==> run_1/clocks.png <==
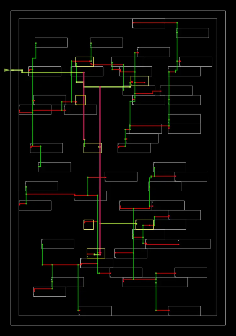
==> run_1/io_placement.png <==
(4 px per µm) Pins as bars across the die edge, other pins in grey.
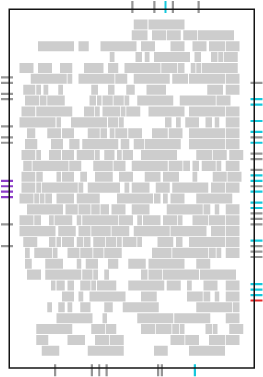
==> run_1/clk_routes.png <==
(6 px per µm)
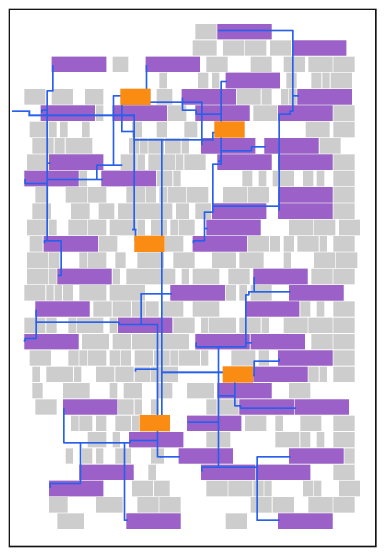
==> run_1/wires.png <==
(3 px per µm) Two of the layers only.
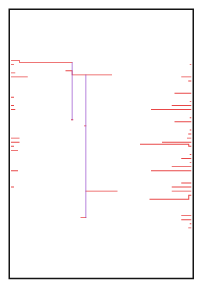
## src/rtl/fifo_rd_pkg.sv

```systemverilog
// Shared types and sizing for the FIFO stream reader.
// The state encoding and the depth of the output buffer are defined here.
package fifo_rd_pkg;

    typedef enum logic [1:0] {
        IDLE,
        READ,
        FLUSH,
        DONE
    } rd_state_e;

    localparam int BUF_DEPTH = 2;
    localparam int OCC_W     = $clog2(BUF_DEPTH + 1);

    localparam logic [OCC_W-1:0] OCC_EMPTY = '0;
    localparam logic [OCC_W-1:0] OCC_ONE   = OCC_W'(1);
    localparam logic [OCC_W-1:0] OCC_FULL  = OCC_W'(BUF_DEPTH);

endpackage

```

## src/rtl/rd_skid_buf.sv

```systemverilog
// Two-entry register buffer that absorbs the FIFO read latency.
// slot0 is always the head, so dout only changes when a word leaves.
module rd_skid_buf
    import fifo_rd_pkg::*;
#(
    parameter int WIDTH = 16
) (
    input  logic             clk,
    input  logic             rst_n,
    input  logic             push,
    input  logic             pop,
    input  logic [WIDTH-1:0] din,
    output logic [WIDTH-1:0] dout,
    output logic             valid,
    output logic [OCC_W-1:0] occ
);

    logic [WIDTH-1:0] slot0;
    logic [WIDTH-1:0] slot1;
    logic             do_push;
    logic             do_pop;

    // A push into a full buffer is only legal when a pop frees a slot in the same cycle.
    assign do_pop  = pop && (occ != OCC_EMPTY);
    assign do_push = push && ((occ != OCC_FULL) || do_pop);

    always_ff @(posedge clk or negedge rst_n) begin
        if (!rst_n) begin
            occ   <= OCC_EMPTY;
            slot0 <= '0;
            slot1 <= '0;
        end else begin
            case ({do_push, do_pop})
                2'b10: begin
                    if (occ == OCC_EMPTY) begin
                        slot0 <= din;
                    end else begin
                        slot1 <= din;
                    end
                    occ <= occ + OCC_ONE;
                end
                2'b01: begin
                    slot0 <= slot1;
                    occ   <= occ - OCC_ONE;
                end
                2'b11: begin
                    if (occ == OCC_ONE) begin
                        slot0 <= din;
                    end else begin
                        slot0 <= slot1;
                        slot1 <= din;
                    end
                end
                default: begin
                end
            endcase
        end
    end

    assign dout  = slot0;
    assign valid = (occ != OCC_EMPTY);

endmodule

```

## src/rtl/fifo_stream_reader.sv

```systemverilog
// Drains a fixed-length burst from the synchronous FIFO read port onto a
// valid/ready stream, tagging the final word with m_last.
module fifo_stream_reader
    import fifo_rd_pkg::*;
#(
    parameter  int FIFO_WIDTH = 16,
    parameter  int FIFO_DEPTH = 8,
    localparam int LEN_W      = $clog2(FIFO_DEPTH) + 1
) (
    input  logic                  clk,
    input  logic                  rst_n,
    input  logic                  start,
    input  logic [LEN_W-1:0]      burst_len,
    output logic                  busy,
    output logic                  done,
    output logic [LEN_W-1:0]      rd_count,
    output logic                  err,
    output logic                  fifo_rd_en,
    input  logic [FIFO_WIDTH-1:0] fifo_data_out,
    input  logic                  fifo_empty,
    input  logic                  fifo_underflow,
    output logic [FIFO_WIDTH-1:0] m_data,
    output logic                  m_valid,
    input  logic                  m_ready,
    output logic                  m_last
);

    rd_state_e        state;
    rd_state_e        next_state;
    logic [LEN_W-1:0] len;
    logic [LEN_W-1:0] issued;
    logic             inflight;
    logic [OCC_W-1:0] occ;
    logic             pop;
    logic             accept;
    logic [2:0]       pending;

    assign accept = (state == IDLE) && start;
    assign pop    = m_valid && m_ready;

    // Words already buffered plus the one in flight, less the one leaving now.
    assign pending = {{(3-OCC_W){1'b0}}, occ} + {2'b00, inflight} - {2'b00, pop};

    always_comb begin
        next_state = state;
        fifo_rd_en = 1'b0;
        case (state)
            IDLE: begin
                if (start) begin
                    next_state = (burst_len != '0) ? READ : DONE;
                end
            end
            READ: begin
                fifo_rd_en = !fifo_empty && (issued < len) && (pending < 3'd2);
                if (fifo_rd_en && ((issued + LEN_W'(1)) == len)) begin
                    next_state = FLUSH;
                end
            end
            FLUSH: begin
                if (!inflight && (occ == OCC_EMPTY)) begin
                    next_state = DONE;
                end
            end
            DONE: begin
                next_state = IDLE;
            end
            default: begin
                next_state = IDLE;
            end
        endcase
    end

    always_ff @(posedge clk or negedge rst_n) begin
        if (!rst_n) begin
            state <= IDLE;
        end else begin
            state <= next_state;
        end
    end

    always_ff @(posedge clk or negedge rst_n) begin
        if (!rst_n) begin
            len      <= '0;
            issued   <= '0;
            rd_count <= '0;
            inflight <= 1'b0;
        end else begin
            inflight <= fifo_rd_en;
            if (accept) begin
                len      <= burst_len;
                issued   <= '0;
                rd_count <= '0;
            end else begin
                if (fifo_rd_en) begin
                    issued <= issued + LEN_W'(1);
                end
                if (pop) begin
                    rd_count <= rd_count + LEN_W'(1);
                end
            end
        end
    end

    // A fresh underflow wins over the clear from a start in the same cycle.
    always_ff @(posedge clk or negedge rst_n) begin
        if (!rst_n) begin
            err <= 1'b0;
        end else if (fifo_underflow) begin
            err <= 1'b1;
        end else if (accept) begin
            err <= 1'b0;
        end
    end

    rd_skid_buf #(
        .WIDTH (FIFO_WIDTH)
    ) u_buf (
        .clk   (clk),
        .rst_n (rst_n),
        .push  (inflight),
        .pop   (pop),
        .din   (fifo_data_out),
        .dout  (m_data),
        .valid (m_valid),
        .occ   (occ)
    );

    assign busy   = (state != IDLE);
    assign done   = (state == DONE);
    assign m_last = m_valid && (rd_count == (len - LEN_W'(1)));

endmodule

```

## config.mk

```make
export PLATFORM = sky130hd
export DESIGN_NAME = fifo_stream_reader
export DESIGN_NICKNAME = d
export VERILOG_FILES = /design/src/rtl/fifo_rd_pkg.sv /design/src/rtl/rd_skid_buf.sv /design/src/rtl/fifo_stream_reader.sv
export SDC_FILE = /design/constraint.sdc
export NUM_CORES = 1
export LEC_CHECK = 0
export CAP_MARGIN = 10
export CORE_ASPECT_RATIO = 1.5
export CORE_MARGIN = 2
export CORE_UTILIZATION = 53
export CTS_BUF_LIST = sky130_fd_sc_hd__clkbuf_8
export CTS_CLUSTER_DIAMETER = 60
export DETAILED_ROUTE_END_ITERATION = 12
export MAX_ROUTING_LAYER = met4
export PLACE_DENSITY = 0.82
export SKIP_CTS_REPAIR_TIMING = 1
export SYNTH_ARGS = -nofsm -noshare
export SYNTH_HDL_FRONTEND = slang
export SYNTH_SLANG_ARGS = --single-unit
```

## constraint.sdc

```tcl
create_clock -name clk -period 3.55 [get_ports clk]
set_input_delay 0.5325 -clock clk [delete_from_list [all_inputs] [get_ports clk]]
set_output_delay 0.5325 -clock clk [all_outputs]
set_load 0.005 [all_outputs]
```

==> flow_metrics.py, run 1 <==
# Flow results
metrics = {
    "final_layout": {
        "fin_nets": 339,
        "antennaDiodeCount": 0,
        "drive_gt1_share_pct": 12.2,
        "fillers": 376,
        "area_delta_synth_final_pct": 29.0,
        "stdcell_count": 362,
    },
    "power_and_ir_drop": {
        "irDropWorstVdd_uv": 379,
        "seqPwrFrac_pct": 37.9,
        "combPwrFrac_pct": 49.8,
        "power_switching_mw": 0.949,
        "p_int_mw": 1.68,
        "power_density_nw_per_um2": 791,
        "power.group.top": "combinational cells",
        "p_comb_mw": 1.31,
        "clock_power_share_pct": 12.3,
        "seq_power_mw": 0.994,
    },
    "worst_setup_path": {
        "crit_path_end_kind": "output pin",
        "crit_fanout": 5,
        "setup.worst_path.start_class": "register",
        "critPathMaxStageDelay_ns": 0.55,
        "worstPathRequired_ns": 3.02,
        "critical-path-top-cell-by-count": "inv_2",
        "r2r_slack_ns": 0.80,
    },
    "grt": {
        "grt_pass1_wl_um": 8670,
        "grt_pass1_vias": 1964,
        "antenna_found_initial": 0,
        "overflow": 0,
        "grt_max_degree": 39,
        "track_usage_pct": 22.0,
    },
    "synthesis": {
        "ys_cells": 236,
        "syn_area_um2": 2570,
        "async_flop_share_pct": 100,
        "edf_count": 0,
        "syn_area_per_cell_um2": 10.9,
        "postSynthSeqShare_pct": 48.7,
        "ff_type": "dfrtp_1",
        "synth_cell_types": 35,
        "ys_ff": 50,
        "syn_nets": 279,
    },
    "run": {
        "warnings": 32,
        "drv_cap": 0,
    },
    "sta": {
        "final_max_slew_viol_count": 0,
        "worst_slack_ns": 0.427,
        "setup_viol": 0,
        "period_minus_slack_ns": 3.12,
        "fin_setup_tns_ns": 0,
        "rsz0062_at_grt": "no",
        "fin_crit_sh_pct": 88.0,
        "hold_viol": 0,
        "worst_slew_pin_slew_ns": 1.18,
    },
    "detailed_routing": {
        "viasPerCell": 5.16,
        "num_vias": 1867,
        "drt_iter0_markers": 74,
        "wl_per_cell_um": 14.2,
        "drt_pre_antenna_iters": 4,
        "routed_wl_um": 5140,
    },
    "floorplan": {
        "num_rows": 31,
        "chipArea_um2": 5430,
        "io_pins": 52,
        "design.core.area_um2": 4730,
        "fp_util_pct": 54.3,
    },
    "clocking": {
        "cts_tree": "yes",
        "clk_pin_slew_worst_paths_ns": 0.09,
        "cts_max_level": 2,
        "clk_path_buf_depth": 2,
        "cts_made_buffers": 5,
    },
    "placement": {
        "dp_cells": 351,
    },
    "outcome": {
        "status": "completed",
    },
}
Back to the opening pictures, clocks.png:
Clock net power: 0.323 mW
clock sinks: 50
clk_skew: 0.00675 ns

Back to the opening pictures, io_placement.png:
| colour | port | pins | direction | edge |
|---|---|---|---|---|
| red | rst_n | 1 | input | east |
| purple | burst_len | 4 | input | west |
| cyan | m_data | 16 | output | 14 east, 1 north, 1 south |
all pins by edge: 27 east, 13 west, 7 south, 5 north
Port-buffer cells: 51
Die Ht: 89.3 µm
Die X: 60.9 µm

Back to the opening pictures, clk_routes.png:
[orange] clock drivers | count: 5
[purple] flip-flops | count: 50
[blue] clock wires | length: 567 µm
flops lie: widely spread

Back to the opening pictures, wires.png:
| colour | layer | wire length |
|---|---|---|
| red | metal 3 | 193 µm |
| purple | metal 4 | 66.6 µm |

[run 1: critical path, delay by kind of cell, from the launching register on]
kind / cells / cell delay, ns
adder cells (fa/ha/maj): 3 / 0.95
flip-flops: 1 / 0.39
AND/OR/NAND/NOR: 4 / 0.51
buffers and inverters: 5 / 0.44
[run 1: through the flow]
| stage | total power [mW] | utilization [%] | instance area, µm² | hold WS, ns |
|---|---|---|---|---|
| finish | 2.62 | 70.1 | 3320 | 0.325 |
| global route | 2.86 | 70.1 | 3320 | 0.386 |
| CTS | 2.58 | 68.7 | 3250 | 0.353 |
| detailed placement | 2.25 | 66.9 | 3170 | 0.472 |
| global placement | 2.19 | 66.9 | 3170 | 0.460 |
| floorplan | 1.73 | - | 2570 | 0.237 |
[run 1: registers in the layout, summed over array words and instances, names as in the netlist]
register and count:
err 1, inflight 1, issued 4, len 4, rd_count 4, state 2, u_buf.dout 16, u_buf.occ 2
u_buf.slot1 16
[run 1: worst paths after layout]
kind	cells past startpoint	end	start
min reg2reg	1	err	err
min	1	u_buf.dout[2]	rst_n
max	12	fifo_rd_en	u_buf.occ[1]
min in group clk	1	err	err
max reg2reg	14	issued[3]	u_buf.occ[1]
max in group asynchronous	2	u_buf.slot1[15]	rst_n
[run 1: layout by cell type (no fill, tap or decap), types with 3 or more instances in the layout]
cell and count:
nand4_1 3, clkdlybuf4s50_1 49, a21oi_1 18, mux2_1 14, inv_2 4, clkbuf_8 5
mux2i_1 20, xnor2_1 12, nand2_1 13, ha_1 15, nor2_1 28, dfrtp_1 50
o21ai_0 6, buf_4 11, inv_1 9, xor2_1 5, o21ai_1 4
[run 1: cell usage after synthesis (2+ instances only)]
cell      number  area [µm²]
nand2_1       14        52.6
xor2_1         5        43.8
o21ai_0        6        30.0
nor2_1        28         105
inv_1         11        41.3
buf_2          5        25.0
mux2_1        14         158
nor3_1         2        10.0
nand4_1        3        18.8
o21ai_1        5        25.0
dfrtp_1       50        1250
mux2i_1       20         200
inv_2          2        7.51
xnor2_1       13         114
a21oi_1       18        90.1
o211ai_1       2        15.0
ha_1          16         200
clkbuf_1       3        11.3
mux2_2         2        22.5
nand2b_1       2        12.5
[run 1: logic make-up after synthesis]
kind of cell / share of synthesized area, %
multiplexers: 14.8
XOR/XNOR: 6.13
flip-flops: 48.7
buffers and inverters: 3.75
AND/OR/NAND/NOR: 9.35
AND-OR/OR-AND: 8.71
adder cells (fa/ha/maj): 8.57
[run 1: layer usage]
metal	wire (µm)	global-route usage [%]	part of all wire [%]	up-vias
li1	-	-	-	916
met1	2120	24.7	41	900
met2	2770	38.7	54	45
met3	193	3.76	3.8	6
met4	66	7.11	1.3	0
met5	0	-	0	-
[run 1: area by class of cell]
type,instances,area [µm²],share of cell area [%]
Clock buffer,5,68.8,2.08
Clock inverter,2,15.0,0.453
Inverter,13,48.8,1.47
Multi-Input combinational cell,164,1260,38.0
Sequential cell,50,1250,37.7
Tap cell,66,82.6,2.49
Timing Repair Buffer,62,591,17.8
## Run 2: what changed since run 1
- HOLD_SLACK_MARGIN: default -> 0.02
- MAX_ROUTING_LAYER: met4 -> default
==> run_2/wires.png <==
(3 px per µm) Two of the layers only.
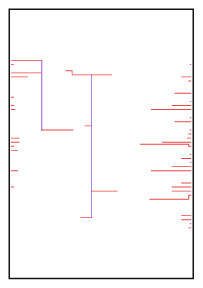
| colour | layer | wire length |
|---|---|---|
| purple | metal 4 | 70.7 µm |
| red | metal 3 | 203 µm |
Tot GR Track Use: 21.3%
final WL: 5140 µm
DR WL/cell: 14.2 µm
via count: 1867

==> run 2 against run 1 <==
Against the previous run: cell count stayed put; critical path depth unchanged; clock skew hardly changed; clock power is essentially flat; via count did not move; sequential power about the same; die size did not move; count of clock-buffer cells in the layout is the same; synthesized cell count unchanged; critical endpoint unchanged; largest power group unchanged.
==> flow_metrics.py, run 2 <==
# Flow results
metrics = {
    "placement": {
        "io_buffers": 51,
        "place_area_um2": 3170,
    },
    "final_layout": {
        "area_delta_synth_final_pct": 29.0,
        "lay_top_count": "dfrtp_1",
        "drive_gt1_share_pct": 12.2,
        "antennaDiodeCount": 0,
        "design_area_um2": 3320,
    },
    "synthesis": {
        "edf_count": 0,
        "yosys.area.top_type": "dfrtp_1",
        "syn_area_um2": 2570,
        "syn_nets": 279,
        "ys_cells": 236,
        "async_flop_share_pct": 100,
        "ff_type": "dfrtp_1",
        "synth_cell_types": 35,
        "ys_ff": 50,
        "top_cell": "dfrtp_1",
        "topCellsByArea": "dfrtp_1, ha_1, mux2i_1, mux2_1, xnor2_1",
        "synthTopCellsByCount": "dfrtp_1, nor2_1, mux2i_1, a21oi_1, ha_1",
    },
    "power_and_ir_drop": {
        "irDropWorstVdd_uv": 379,
        "finalPower_mw": 2.62,
    },
    "floorplan": {
        "chipArea_um2": 5430,
        "die_w_um": 60.9,
        "num_rows": 31,
    },
    "grt": {
        "overflow": 0,
        "grt_max_degree": 39,
        "antenna_found_initial": 0,
        "grt_pass1_vias": 1963,
    },
    "clocking": {
        "clk_pin_slew_worst_paths_ns": 0.09,
        "cts_made_buffers": 5,
        "clk_path_buf_depth": 2,
        "cts_max_level": 2,
        "cts_tree": "yes",
        "clkSinkCount": 50,
    },
    "sta": {
        "final_max_slew_viol_count": 0,
        "setup_viol": 0,
        "rsz0062_at_grt": "no",
        "finClkSkew_ns": 0.00675,
        "worst_slew_pin_slew_ns": 1.17,
        "fin_crit_sh_pct": 88.0,
        "period_minus_slack_ns": 3.12,
        "fin_setup_tns_ns": 0,
    },
    "worst_setup_path": {
        "setup.worst_path.start_class": "register",
        "crit_fanout": 5,
        "critPathMaxStageDelay_ns": 0.55,
        "worstPathRequired_ns": 3.02,
        "critical-path-top-cell-by-count": "inv_2",
    },
    "outcome": {
        "status": "completed",
    },
    "run": {
        "drv_cap": 0,
    },
    "detailed_routing": {
        "drt_iter0_markers": 69,
        "viasPerCell": 5.16,
        "drt_pre_antenna_iters": 4,
    },
}
==> run_2/io_placement.png <==
(4 px per µm) Pins as bars across the die edge, other pins in grey.
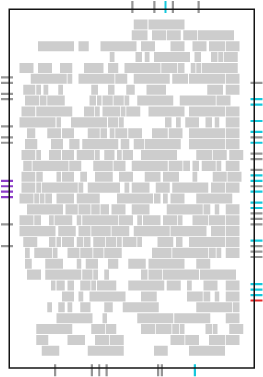
| colour | port | pins | direction | edge |
|---|---|---|---|---|
| purple | burst_len | 4 | input | west |
| red | rst_n | 1 | input | east |
| cyan | m_data | 16 | output | 14 east, 1 north, 1 south |

## run 2: cell counts in the layout (fill, tap and decap cells not counted)
Identical to the previous run, type by type.
## run 2: metrics by stage
| step | worst slack [ns] | hold slack [ns] | instances |
|---|---|---|---|
| finish | 0.427 | 0.325 | 362 |
| floorplan | 0.534 | 0.237 | 236 |
| CTS | -0.166 | 0.353 | 358 |
| global placement | 0.00106 | 0.460 | 351 |
| detailed placement | -0.00627 | 0.472 | 351 |
| global route | 0.264 | 0.386 | 362 |
## run 2: cells by family (layout without fill, tap and decap cells)
group,count (synthesis),count (layout),synth area share [%]
mux,36,36,14.8
buf+inv,22,82,3.75
compound gates,38,38,8.71
xor+xnor,18,18,6.13
simple gates,55,55,9.35
fa+ha+maj,17,17,8.57
flops,50,50,48.7
## run 2: final timing paths
check                             start  cells past startpoint              end  slack, ns
min in group clk                    err                      1              err       0.49
setup / recovery           u_buf.occ[1]                     12       fifo_rd_en       0.43
max in group asynchronous         rst_n                      2  u_buf.slot1[15]       2.52
hold / removal                    rst_n                      1    u_buf.dout[2]       0.33
hold reg to reg                     err                      1              err       0.49
setup reg to reg           u_buf.occ[1]                     14        issued[3]       0.80
## run 2: power breakdown
part | switching [mW] | internal, mW
registers | 0.177 | 0.818
logic | 0.584 | 0.723
clock network | 0.188 | 0.135
## run 2: critical path: cells and delay by family, from the launching register on
family	cells	cell delay (ns)
buf+inv	5	0.44
simple gates	4	0.51
flops	1	0.39
fa+ha+maj	3	0.95
## run 2: metal layers
layer	vias up	share of wire (%)	track usage, %
met5	-	0	0
met4	0	1.4	7.11
met3	6	3.9	3.91
met2	45	54	38.7
met1	900	41	24.6
li1	916	-	-
## run 2: area by class of cell
class | instances | area, µm²
fill | 376 | 1420
multi-input combinational | 164 | 1260
sequential | 50 | 1250
timing repair buffer | 62 | 591
tap | 66 | 82.6
clock buffer | 5 | 68.8
inverter | 13 | 48.8
clock inverter | 2 | 15.0
## Run 3: what changed since run 2
- HOLD_SLACK_MARGIN: 0.02 -> 0.08
==> run_3/wires.png <==
(3 px per µm) Two of the layers only.
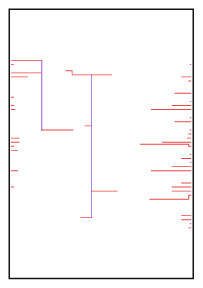
| colour | layer | wire length |
|---|---|---|
| red | metal 3 | 203 µm |
| purple | metal 4 | 70.7 µm |

==> run 3 against run 2 <==
Against the previous run: first-iteration DRC count is the same; synthesized area stayed put; worst setup slack is the same; largest cell class unchanged; worst hold slack stayed put; critical endpoint unchanged; cell count is the same; global-route usage is the same; highest routed layer unchanged; non-clock buffer count unchanged.
==> flow_metrics.py, run 3 <==
# Flow results
metrics = {
    "worst_setup_path": {
        "r2r_slack_ns": 0.80,
        "reg2reg_from": "u_buf.occ[1]",
        "worstPathRequired_ns": 3.02,
        "setup.worst_path.start_class": "register",
        "r2r_cells": 14,
        "crit_fanout": 5,
        "path_class": "register to output pin",
        "regToRegEndpoint": "issued[3]",
    },
    "final_layout": {
        "area_delta_synth_final_pct": 29.0,
        "stdcell_count": 362,
        "drive_gt1_share_pct": 12.2,
        "fillers": 376,
        "combGateArea_um2": 1260,
        "seq_area_um2": 1250,
        "antennaDiodeCount": 0,
        "fin_nets": 339,
        "lay_top_count": "dfrtp_1",
    },
    "synthesis": {
        "ys_ff": 50,
        "ys_cells": 236,
        "syn_area_um2": 2570,
        "async_flop_share_pct": 100,
        "synthTopCellsByCount": "dfrtp_1, nor2_1, mux2i_1, a21oi_1, ha_1",
        "top_area_share_pct": 48.7,
        "top_cell": "dfrtp_1",
        "synth_cell_types": 35,
        "ff_type": "dfrtp_1",
        "syn_nets": 279,
        "topCellsByArea": "dfrtp_1, ha_1, mux2i_1, mux2_1, xnor2_1",
        "yosys.area.top_type": "dfrtp_1",
        "edf_count": 0,
    },
    "run": {
        "drv_cap": 0,
        "warnings": 32,
    },
    "clocking": {
        "clk_pin_slew_worst_paths_ns": 0.09,
        "clockRootBuffer": "clkbuf_8",
        "cts_made_buffers": 5,
        "cts_max_level": 2,
        "clkSinkCount": 50,
        "cts_tree": "yes",
        "clk_path_buf_depth": 2,
    },
    "grt": {
        "met2_usage_pct": 38.7,
        "antenna_found_initial": 0,
        "overflow": 0,
        "track_usage_pct": 21.3,
        "grt_pass1_vias": 1963,
        "busiest_layer": "met2",
        "grt_pass1_wl_um": 8680,
        "grtUsageMet1_pct": 24.6,
        "grt_max_degree": 39,
        "grt.met3_usage_pct": 3.91,
    },
    "sta": {
        "hold_viol": 0,
        "holdWs_ns": 0.325,
        "period_minus_slack_ns": 3.12,
        "fin_crit_sh_pct": 88.0,
        "setup_viol": 0,
        "relSlewSlack_pct": 21.8,
        "fmax_ghz": 0.320,
        "final_max_slew_viol_count": 0,
        "rsz0062_at_grt": "no",
        "worst_slew_pin_slew_ns": 1.17,
    },
    "detailed_routing": {
        "routed_wl_um": 5140,
        "viasPerCell": 5.16,
        "wl_per_cell_um": 14.2,
        "num_vias": 1867,
        "drcViolationCount": 0,
        "drt_pre_antenna_iters": 4,
        "drt_iter0_markers": 69,
        "antenna_left": 0,
    },
    "min_path": {
        "hp-class": "primary input to async pin",
    },
    "power_and_ir_drop": {
        "irDropWorstVdd_uv": 379,
        "p_leak_nw": 1.52,
        "finalPower_mw": 2.62,
    },
    "floorplan": {
        "die_w_um": 60.9,
        "num_rows": 31,
        "fp_util_pct": 54.3,
        "chipArea_um2": 5430,
    },
    "outcome": {
        "status": "completed",
    },
    "placement": {
        "dp_cells": 351,
        "io_buffers": 51,
        "place.gp.congestion": 0.826,
    },
}
==> run_3/clocks.png <==
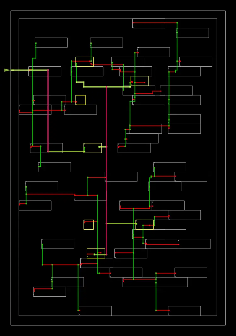
clk_skew: 0.00675 ns
clk_lat worst skew: 0.30 ns

## run 3: per-layer routing
metal	routed length, µm	vias to the layer above
met5	0	-
met4	70	0
met3	203	6
met2	2770	45
met1	2100	900
li1	-	916
## run 3: cells by family (layout without fill, tap and decap cells)
group,Yosys count,count (layout),synth area share (%)
buffers and inverters,22,82,3.75
XOR/XNOR,18,18,6.13
flip-flops,50,50,48.7
multiplexers,36,36,14.8
AND/OR/NAND/NOR,55,55,9.35
adder cells (fa/ha/maj),17,17,8.57
AND-OR/OR-AND,38,38,8.71
## run 3: worst max path at each step
stage	startpoint	end	slack (ns)	cells after the start
floorplan	u_buf.occ[1]	fifo_rd_en	0.53	12
global placement	m_ready	fifo_rd_en	0.001	11
detailed placement	m_ready	fifo_rd_en	-0.006	11
CTS	u_buf.occ[0]	fifo_rd_en	-0.17	13
global route	u_buf.occ[1]	fifo_rd_en	0.26	12
finish	u_buf.occ[1]	fifo_rd_en	0.43	12
## run 3: cell type report
class                      instances  area share, %
multi-input combinational        164           38.0
sequential                        50           37.7
timing repair buffer              62           17.8
tap                               66           2.49
clock buffer                       5           2.08
inverter                          13           1.47
clock inverter                     2          0.453
## run 3: report_power, final
part           switching (mW)  internal, mW  total, mW
combinational           0.584         0.723       1.31
sequential              0.177         0.818      0.994
clock                   0.188         0.135      0.323
total                   0.949          1.68       2.62
## run 3: critical path: stages (launching register included)
cell,delay [ns]
dfrtp_1,0.39
inv_2,0.09
ha_4,0.13
inv_2,0.06
nand2_2,0.08
inv_2,0.04
ha_1,0.27
nand2b_4,0.15
fa_2,0.55
nand4_1,0.14
nor2_1,0.14
buf_4,0.13
dlymetal6s2s_1,0.12
## run 3: through the flow
stage	TNS, ns	util (%)	instance area (µm²)	setup slack, ns
2_1_floorplan	0	-	2570	0.534
3_3_place_gp	0	66.9	3170	0.00106
3_5_place_dp	-0.00627	66.9	3170	-0.00627
4_1_cts	-0.166	68.7	3250	-0.166
5_1_grt	0	70.1	3320	0.264
6_report	0	70.1	3320	0.427
Power is estimated from default activity; no workload was simulated.
